==> src/rtl/caliptra_verilated_apb_xactor_if.sv <==
// Bus bundle for the verilated APB transactor: harness request/response
// streams plus the APB master signals. The master modport is the transactor
// side and the slave modport is the harness/APB-target side.
`ifndef CALIPTRA_APB_ADDR_WIDTH
`define CALIPTRA_APB_ADDR_WIDTH 32
`endif
`ifndef CALIPTRA_APB_DATA_WIDTH
`define CALIPTRA_APB_DATA_WIDTH 32
`endif
`ifndef CALIPTRA_APB_USER_WIDTH
`define CALIPTRA_APB_USER_WIDTH 32
`endif

interface caliptra_verilated_apb_xactor_if;
    logic                                req_valid;
    logic                                req_ready;
    logic                                req_write;
    logic [`CALIPTRA_APB_ADDR_WIDTH-1:0] req_addr;
    logic [`CALIPTRA_APB_DATA_WIDTH-1:0] req_wdata;
    logic [`CALIPTRA_APB_USER_WIDTH-1:0] req_pauser;
    logic                                rsp_valid;
    logic                                rsp_ready;
    logic [`CALIPTRA_APB_DATA_WIDTH-1:0] rsp_rdata;
    logic                                rsp_err;
    logic                                rsp_timeout;
    logic                                busy;
    logic [`CALIPTRA_APB_ADDR_WIDTH-1:0] paddr;
    logic                                psel;
    logic                                penable;
    logic                                pwrite;
    logic [`CALIPTRA_APB_DATA_WIDTH-1:0] pwdata;
    logic [`CALIPTRA_APB_USER_WIDTH-1:0] pauser;
    logic [2:0]                          pprot;
    logic [`CALIPTRA_APB_DATA_WIDTH-1:0] prdata;
    logic                                pready;
    logic                                pslverr;

    modport master (
        input  req_valid, req_write, req_addr, req_wdata, req_pauser, rsp_ready,
        input  prdata, pready, pslverr,
        output req_ready, rsp_valid, rsp_rdata, rsp_err, rsp_timeout, busy,
        output paddr, psel, penable, pwrite, pwdata, pauser, pprot
    );

    modport slave (
        output req_valid, req_write, req_addr, req_wdata, req_pauser, rsp_ready,
        output prdata, pready, pslverr,
        input  req_ready, rsp_valid, rsp_rdata, rsp_err, rsp_timeout, busy,
        input  paddr, psel, penable, pwrite, pwdata, pauser, pprot
    );
endinterface

==> src/rtl/caliptra_verilated_apb_xactor.sv <==
// APB master transactor placed in front of the verilated Caliptra top.
// Requests are buffered in a REQ_DEPTH-entry FIFO and executed one at a time
// as SETUP/ACCESS transfers; each produces one in-order response.
// The request being executed keeps its FIFO slot until its response is
// accepted, so REQ_DEPTH counts the in-flight transfer as well. When the
// FIFO is empty in IDLE the incoming request is loaded straight into the APB
// registers, giving SETUP in the cycle right after acceptance.
// Optional feature macro: CALIPTRA_APB_XACTOR_TIMEOUT_EN (ACCESS-phase abort
// after TIMEOUT_CYCLES cycles without pready).
`ifndef CALIPTRA_APB_ADDR_WIDTH
`define CALIPTRA_APB_ADDR_WIDTH 32
`endif
`ifndef CALIPTRA_APB_DATA_WIDTH
`define CALIPTRA_APB_DATA_WIDTH 32
`endif
`ifndef CALIPTRA_APB_USER_WIDTH
`define CALIPTRA_APB_USER_WIDTH 32
`endif

module caliptra_verilated_apb_xactor #(
    parameter int REQ_DEPTH      = 4,
    parameter int TIMEOUT_CYCLES = 1024
) (
    input logic                             core_clk,
    input logic                             cptra_rst_b,
    caliptra_verilated_apb_xactor_if.master bus
);
    localparam int AW    = `CALIPTRA_APB_ADDR_WIDTH;
    localparam int DW    = `CALIPTRA_APB_DATA_WIDTH;
    localparam int UW    = `CALIPTRA_APB_USER_WIDTH;
    localparam int PTR_W = $clog2(REQ_DEPTH);
    localparam int CNT_W = PTR_W + 1;
    localparam logic [CNT_W-1:0] FULL_CNT = CNT_W'(REQ_DEPTH);
    localparam logic [CNT_W-1:0] ONE_CNT  = CNT_W'(1);

    if ((REQ_DEPTH < 2) || ((REQ_DEPTH & (REQ_DEPTH - 1)) != 0) || (TIMEOUT_CYCLES < 1)) begin : g_param_check
        $error("REQ_DEPTH must be a power of 2 >= 2 and TIMEOUT_CYCLES >= 1");
    end

    typedef enum logic [1:0] {IDLE, SETUP, ACCESS, RESP} state_t;
    typedef enum logic [1:0] {LOAD_NONE, LOAD_HEAD, LOAD_NEXT, LOAD_REQ} load_t;

    logic [AW-1:0]    fifo_addr  [REQ_DEPTH];
    logic [DW-1:0]    fifo_wdata [REQ_DEPTH];
    logic [UW-1:0]    fifo_user  [REQ_DEPTH];
    logic             fifo_write [REQ_DEPTH];
    logic [PTR_W-1:0] wr_ptr;
    logic [PTR_W-1:0] rd_ptr;
    logic [PTR_W-1:0] sel_ptr;
    logic [CNT_W-1:0] count;
    logic             running;
    logic             fifo_push;
    logic             fifo_pop;

    state_t state;
    state_t state_next;
    load_t  load_sel;
    logic   xfer_done;
    logic   xfer_abort;
    logic   wait_limit;

    logic [AW-1:0] sel_addr;
    logic [DW-1:0] sel_wdata;
    logic [UW-1:0] sel_user;
    logic          sel_write;

    logic [AW-1:0] apb_addr;
    logic          apb_write;
    logic [DW-1:0] apb_wdata;
    logic [UW-1:0] apb_user;
    logic [DW-1:0] rsp_data;
    logic          rsp_error;
    logic          rsp_tmo;

    // req_ready stays low until the first clock after reset release
    assign bus.req_ready = running && (count != FULL_CNT);
    assign fifo_push     = bus.req_valid && bus.req_ready;

    assign bus.psel        = (state == SETUP) || (state == ACCESS);
    assign bus.penable     = (state == ACCESS);
    assign bus.rsp_valid   = (state == RESP);
    assign bus.busy        = (count != '0) || (state != IDLE);
    assign bus.paddr       = apb_addr;
    assign bus.pwrite      = apb_write;
    assign bus.pwdata      = apb_wdata;
    assign bus.pauser      = apb_user;
    assign bus.pprot       = 3'b000;
    assign bus.rsp_rdata   = rsp_data;
    assign bus.rsp_err     = rsp_error;
    assign bus.rsp_timeout = rsp_tmo;

`ifdef CALIPTRA_APB_XACTOR_TIMEOUT_EN
    logic [31:0] wait_cnt;

    assign wait_limit = (wait_cnt == 32'(TIMEOUT_CYCLES - 1));

    // Count ACCESS cycles without pready; restarts on every SETUP
    always_ff @(posedge core_clk or negedge cptra_rst_b) begin
        if (!cptra_rst_b) begin
            wait_cnt <= '0;
        end else if (state == SETUP) begin
            wait_cnt <= '0;
        end else if ((state == ACCESS) && !bus.pready) begin
            wait_cnt <= wait_cnt + 32'd1;
        end
    end
`else
    assign wait_limit = 1'b0;
`endif

    // Select the request that is about to become the active APB transfer
    always_comb begin
        sel_ptr   = (load_sel == LOAD_NEXT) ? rd_ptr + PTR_W'(1) : rd_ptr;
        sel_addr  = fifo_addr[sel_ptr];
        sel_wdata = fifo_wdata[sel_ptr];
        sel_user  = fifo_user[sel_ptr];
        sel_write = fifo_write[sel_ptr];
        if (load_sel == LOAD_REQ) begin
            sel_addr  = bus.req_addr;
            sel_wdata = bus.req_wdata;
            sel_user  = bus.req_pauser;
            sel_write = bus.req_write;
        end
    end

    // FIFO storage; contents are don't-care until written
    always_ff @(posedge core_clk) begin
        if (fifo_push) begin
            fifo_addr[wr_ptr]  <= bus.req_addr;
            fifo_wdata[wr_ptr] <= bus.req_wdata;
            fifo_user[wr_ptr]  <= bus.req_pauser;
            fifo_write[wr_ptr] <= bus.req_write;
        end
    end

    // FIFO pointers, occupancy and post-reset ready enable
    always_ff @(posedge core_clk or negedge cptra_rst_b) begin
        if (!cptra_rst_b) begin
            wr_ptr  <= '0;
            rd_ptr  <= '0;
            count   <= '0;
            running <= 1'b0;
        end else begin
            running <= 1'b1;
            if (fifo_push) begin
                wr_ptr <= wr_ptr + PTR_W'(1);
            end
            if (fifo_pop) begin
                rd_ptr <= rd_ptr + PTR_W'(1);
            end
            if (fifo_push && !fifo_pop) begin
                count <= count + ONE_CNT;
            end else if (!fifo_push && fifo_pop) begin
                count <= count - ONE_CNT;
            end
        end
    end

    // FSM state register
    always_ff @(posedge core_clk or negedge cptra_rst_b) begin
        if (!cptra_rst_b) begin
            state <= IDLE;
        end else begin
            state <= state_next;
        end
    end

    // FSM next state, FIFO pop and APB register load selection
    always_comb begin
        state_next = state;
        fifo_pop   = 1'b0;
        load_sel   = LOAD_NONE;
        xfer_done  = 1'b0;
        xfer_abort = 1'b0;
        case (state)
            IDLE: begin
                if (count != '0) begin
                    load_sel   = LOAD_HEAD;
                    state_next = SETUP;
                end else if (fifo_push) begin
                    load_sel   = LOAD_REQ;
                    state_next = SETUP;
                end
            end
            SETUP: begin
                state_next = ACCESS;
            end
            ACCESS: begin
                if (bus.pready) begin
                    xfer_done  = 1'b1;
                    state_next = RESP;
                end else if (wait_limit) begin
                    xfer_abort = 1'b1;
                    state_next = RESP;
                end
            end
            RESP: begin
                if (bus.rsp_ready) begin
                    fifo_pop = 1'b1;
                    if (count > ONE_CNT) begin
                        load_sel   = LOAD_NEXT;
                        state_next = SETUP;
                    end else begin
                        state_next = IDLE;
                    end
                end
            end
            default: state_next = IDLE;
        endcase
    end

    // APB request registers and captured response
    always_ff @(posedge core_clk or negedge cptra_rst_b) begin
        if (!cptra_rst_b) begin
            apb_addr  <= '0;
            apb_write <= 1'b0;
            apb_wdata <= '0;
            apb_user  <= '0;
            rsp_data  <= '0;
            rsp_error <= 1'b0;
            rsp_tmo   <= 1'b0;
        end else begin
            if (load_sel != LOAD_NONE) begin
                apb_addr  <= sel_addr;
                apb_write <= sel_write;
                apb_wdata <= sel_write ? sel_wdata : '0;
                apb_user  <= sel_user;
            end
            if (xfer_done) begin
                rsp_data  <= apb_write ? '0 : bus.prdata;
                rsp_error <= bus.pslverr;
                rsp_tmo   <= 1'b0;
            end else if (xfer_abort) begin
                rsp_data  <= '0;
                rsp_error <= 1'b1;
                rsp_tmo   <= 1'b1;
            end
        end
    end
endmodule

==> src/flat_wrapper.sv <==
// flat-port wrapper written by rule: the top's interface ports become plain ports
module caliptra_verilated_apb_xactor_flat 
#(
    parameter int REQ_DEPTH      = 4,
    parameter int TIMEOUT_CYCLES = 1024
)
  (core_clk, cptra_rst_b, bus_req_valid, bus_req_write, bus_req_addr, bus_req_wdata, bus_req_pauser, bus_rsp_ready, bus_prdata, bus_pready, bus_pslverr, bus_req_ready, bus_rsp_valid, bus_rsp_rdata, bus_rsp_err, bus_rsp_timeout, bus_busy, bus_paddr, bus_psel, bus_penable, bus_pwrite, bus_pwdata, bus_pauser, bus_pprot);
  caliptra_verilated_apb_xactor_if bus_i ();
  input logic core_clk;
  input logic cptra_rst_b;
  input wire logic [$bits(bus_i.req_valid)-1:0] bus_req_valid;
  input wire logic [$bits(bus_i.req_write)-1:0] bus_req_write;
  input wire logic [$bits(bus_i.req_addr)-1:0] bus_req_addr;
  input wire logic [$bits(bus_i.req_wdata)-1:0] bus_req_wdata;
  input wire logic [$bits(bus_i.req_pauser)-1:0] bus_req_pauser;
  input wire logic [$bits(bus_i.rsp_ready)-1:0] bus_rsp_ready;
  input wire logic [$bits(bus_i.prdata)-1:0] bus_prdata;
  input wire logic [$bits(bus_i.pready)-1:0] bus_pready;
  input wire logic [$bits(bus_i.pslverr)-1:0] bus_pslverr;
  output wire logic [$bits(bus_i.req_ready)-1:0] bus_req_ready;
  output wire logic [$bits(bus_i.rsp_valid)-1:0] bus_rsp_valid;
  output wire logic [$bits(bus_i.rsp_rdata)-1:0] bus_rsp_rdata;
  output wire logic [$bits(bus_i.rsp_err)-1:0] bus_rsp_err;
  output wire logic [$bits(bus_i.rsp_timeout)-1:0] bus_rsp_timeout;
  output wire logic [$bits(bus_i.busy)-1:0] bus_busy;
  output wire logic [$bits(bus_i.paddr)-1:0] bus_paddr;
  output wire logic [$bits(bus_i.psel)-1:0] bus_psel;
  output wire logic [$bits(bus_i.penable)-1:0] bus_penable;
  output wire logic [$bits(bus_i.pwrite)-1:0] bus_pwrite;
  output wire logic [$bits(bus_i.pwdata)-1:0] bus_pwdata;
  output wire logic [$bits(bus_i.pauser)-1:0] bus_pauser;
  output wire logic [$bits(bus_i.pprot)-1:0] bus_pprot;
  assign bus_i.req_valid = bus_req_valid;
  assign bus_i.req_write = bus_req_write;
  assign bus_i.req_addr = bus_req_addr;
  assign bus_i.req_wdata = bus_req_wdata;
  assign bus_i.req_pauser = bus_req_pauser;
  assign bus_i.rsp_ready = bus_rsp_ready;
  assign bus_i.prdata = bus_prdata;
  assign bus_i.pready = bus_pready;
  assign bus_i.pslverr = bus_pslverr;
  assign bus_req_ready = bus_i.req_ready;
  assign bus_rsp_valid = bus_i.rsp_valid;
  assign bus_rsp_rdata = bus_i.rsp_rdata;
  assign bus_rsp_err = bus_i.rsp_err;
  assign bus_rsp_timeout = bus_i.rsp_timeout;
  assign bus_busy = bus_i.busy;
  assign bus_paddr = bus_i.paddr;
  assign bus_psel = bus_i.psel;
  assign bus_penable = bus_i.penable;
  assign bus_pwrite = bus_i.pwrite;
  assign bus_pwdata = bus_i.pwdata;
  assign bus_pauser = bus_i.pauser;
  assign bus_pprot = bus_i.pprot;
  caliptra_verilated_apb_xactor #(.REQ_DEPTH(REQ_DEPTH), .TIMEOUT_CYCLES(TIMEOUT_CYCLES)) u_core (.core_clk(core_clk), .cptra_rst_b(cptra_rst_b), .bus(bus_i));
endmodule
==> config.mk <==
export PLATFORM = sky130hd
export DESIGN_NAME = caliptra_verilated_apb_xactor_flat
export DESIGN_NICKNAME = d
export VERILOG_FILES = /design/src/rtl/caliptra_verilated_apb_xactor_if.sv /design/src/rtl/caliptra_verilated_apb_xactor.sv /design/src/flat_wrapper.sv
export SDC_FILE = /design/constraint.sdc
export NUM_CORES = 1
export LEC_CHECK = 0
export ABC_CLOCK_PERIOD_IN_PS = 4500
export CORE_UTILIZATION = 55
export CTS_CLUSTER_SIZE = 25
export DETAILED_ROUTE_END_ITERATION = 6
export GPL_ROUTABILITY_DRIVEN = 0
export PLACE_DENSITY = 0.8
export REMOVE_ABC_BUFFERS = 1
export SKIP_CTS_REPAIR_TIMING = 1
export SLEW_MARGIN = 20
export SYNTH_ARGS = -nofsm -noshare
export SYNTH_HDL_FRONTEND = slang
export SYNTH_SLANG_ARGS = --single-unit
==> constraint.sdc <==
create_clock -name core_clk -period 4.5 [get_ports core_clk]
set_clock_uncertainty 0.2 [all_clocks]
set_input_delay 0.675 -clock core_clk [delete_from_list [all_inputs] [get_ports core_clk]]
set_output_delay 0.675 -clock core_clk [all_outputs]
set_load 0.1 [all_outputs]
==> images/ff_map.png <==
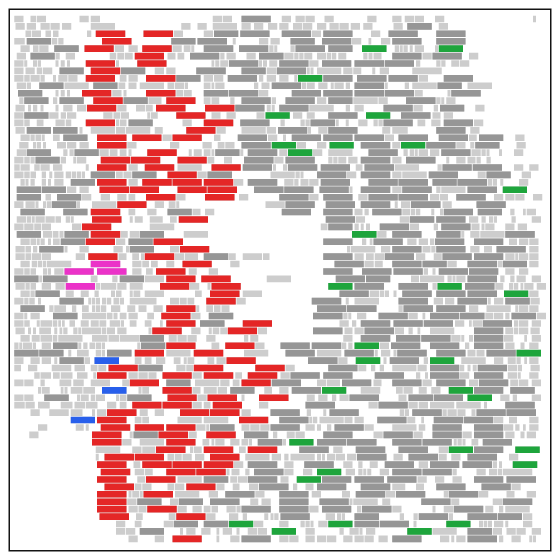
Red stands for u_core.fifo_wdata, placed flops 128. Magenta stands for u_core.fifo_write, placed flops 4, where left middle. Blue stands for u_core.count, placed flops 3. Green stands for u_core.bus.pauser, placed flops 32.
Another 361 sequential cells are not colored.

==> images/route_heat.png <==
The bar under the picture is 50 µm long. 40 x 40 tiles, from black (low) to pale yellow (high), scaled to the fullest tile. Values are wire area over tile area, all layers added.
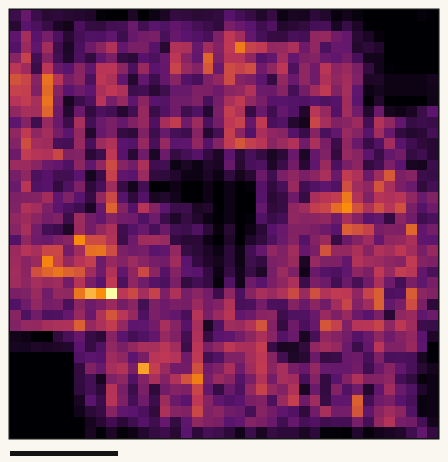
The mean over all tiles is 0.20. 7.9% of the tiles are nearly empty. The fullest tile reaches 0.73. 7.2% of the tiles are over half the peak.

==> impl_metrics.yaml <==
# physical design summary
cells_and_area:
  diodes: 2
  final-seq-area_um2: 15150
  lay_top_count: "edfxtp_1"
  final_core_util_pct: 68.95
  nets: 1804
  largest_class: "flip-flops and latches"
  drive_gt1_share_pct: 6.890
die:
  ios: 274
  die_x_um: 197.8
drt:
  wirelength_mm: 47.56
  first_pass_iters: 5
  wl_met1_mm: 19.83
  drc: 0
  vias: 12730
placed_design:
  place_ws_ps: 698.3
  dp_hpwl_mm: 26.92
grt:
  overflow: 0
  grtUsageMet2_pct: 39.58
critical_path:
  path_max_fanout: 5
  slowest_stage: "clkdlybuf4s50_1"
  cp-start-kind: "register"
logic_synthesis:
  area_leaders: "edfxtp_1 (55%), dfrtp_1 (17%), mux2i_1 (9.2%)"
  ys_types: 46
  logic_family: "AND-OR/OR-AND gates"
  yosysCellCount: 1392
  synth_area_um2: 21080
  yosys-stat-area_um2: 21080
  yosys_warnings: 0
  ys_async_sr_fraction_pct: 26.52
  yosysTopAreaCell: "edfxtp_1"
  most_common_cell: "edfxtp_1"
  ys_sh_aoi_pct: 10.82
flow_run:
  warnings: 34
sta:
  worst_slew_margin_rel_pct: 26.00
  setup_tns_ps: 0
  hold_viol: 0
  fin_crit_ps: 3634
cts:
  worstSkewPairLatency_ps: 580
  path_clk_slew_ps: 60
  cts_tree: "done"
outcome:
  status: "completed"
hold_path:
  hp-start: "u_core.bus.rsp_rdata[3]$_DFFE_PN0P_"
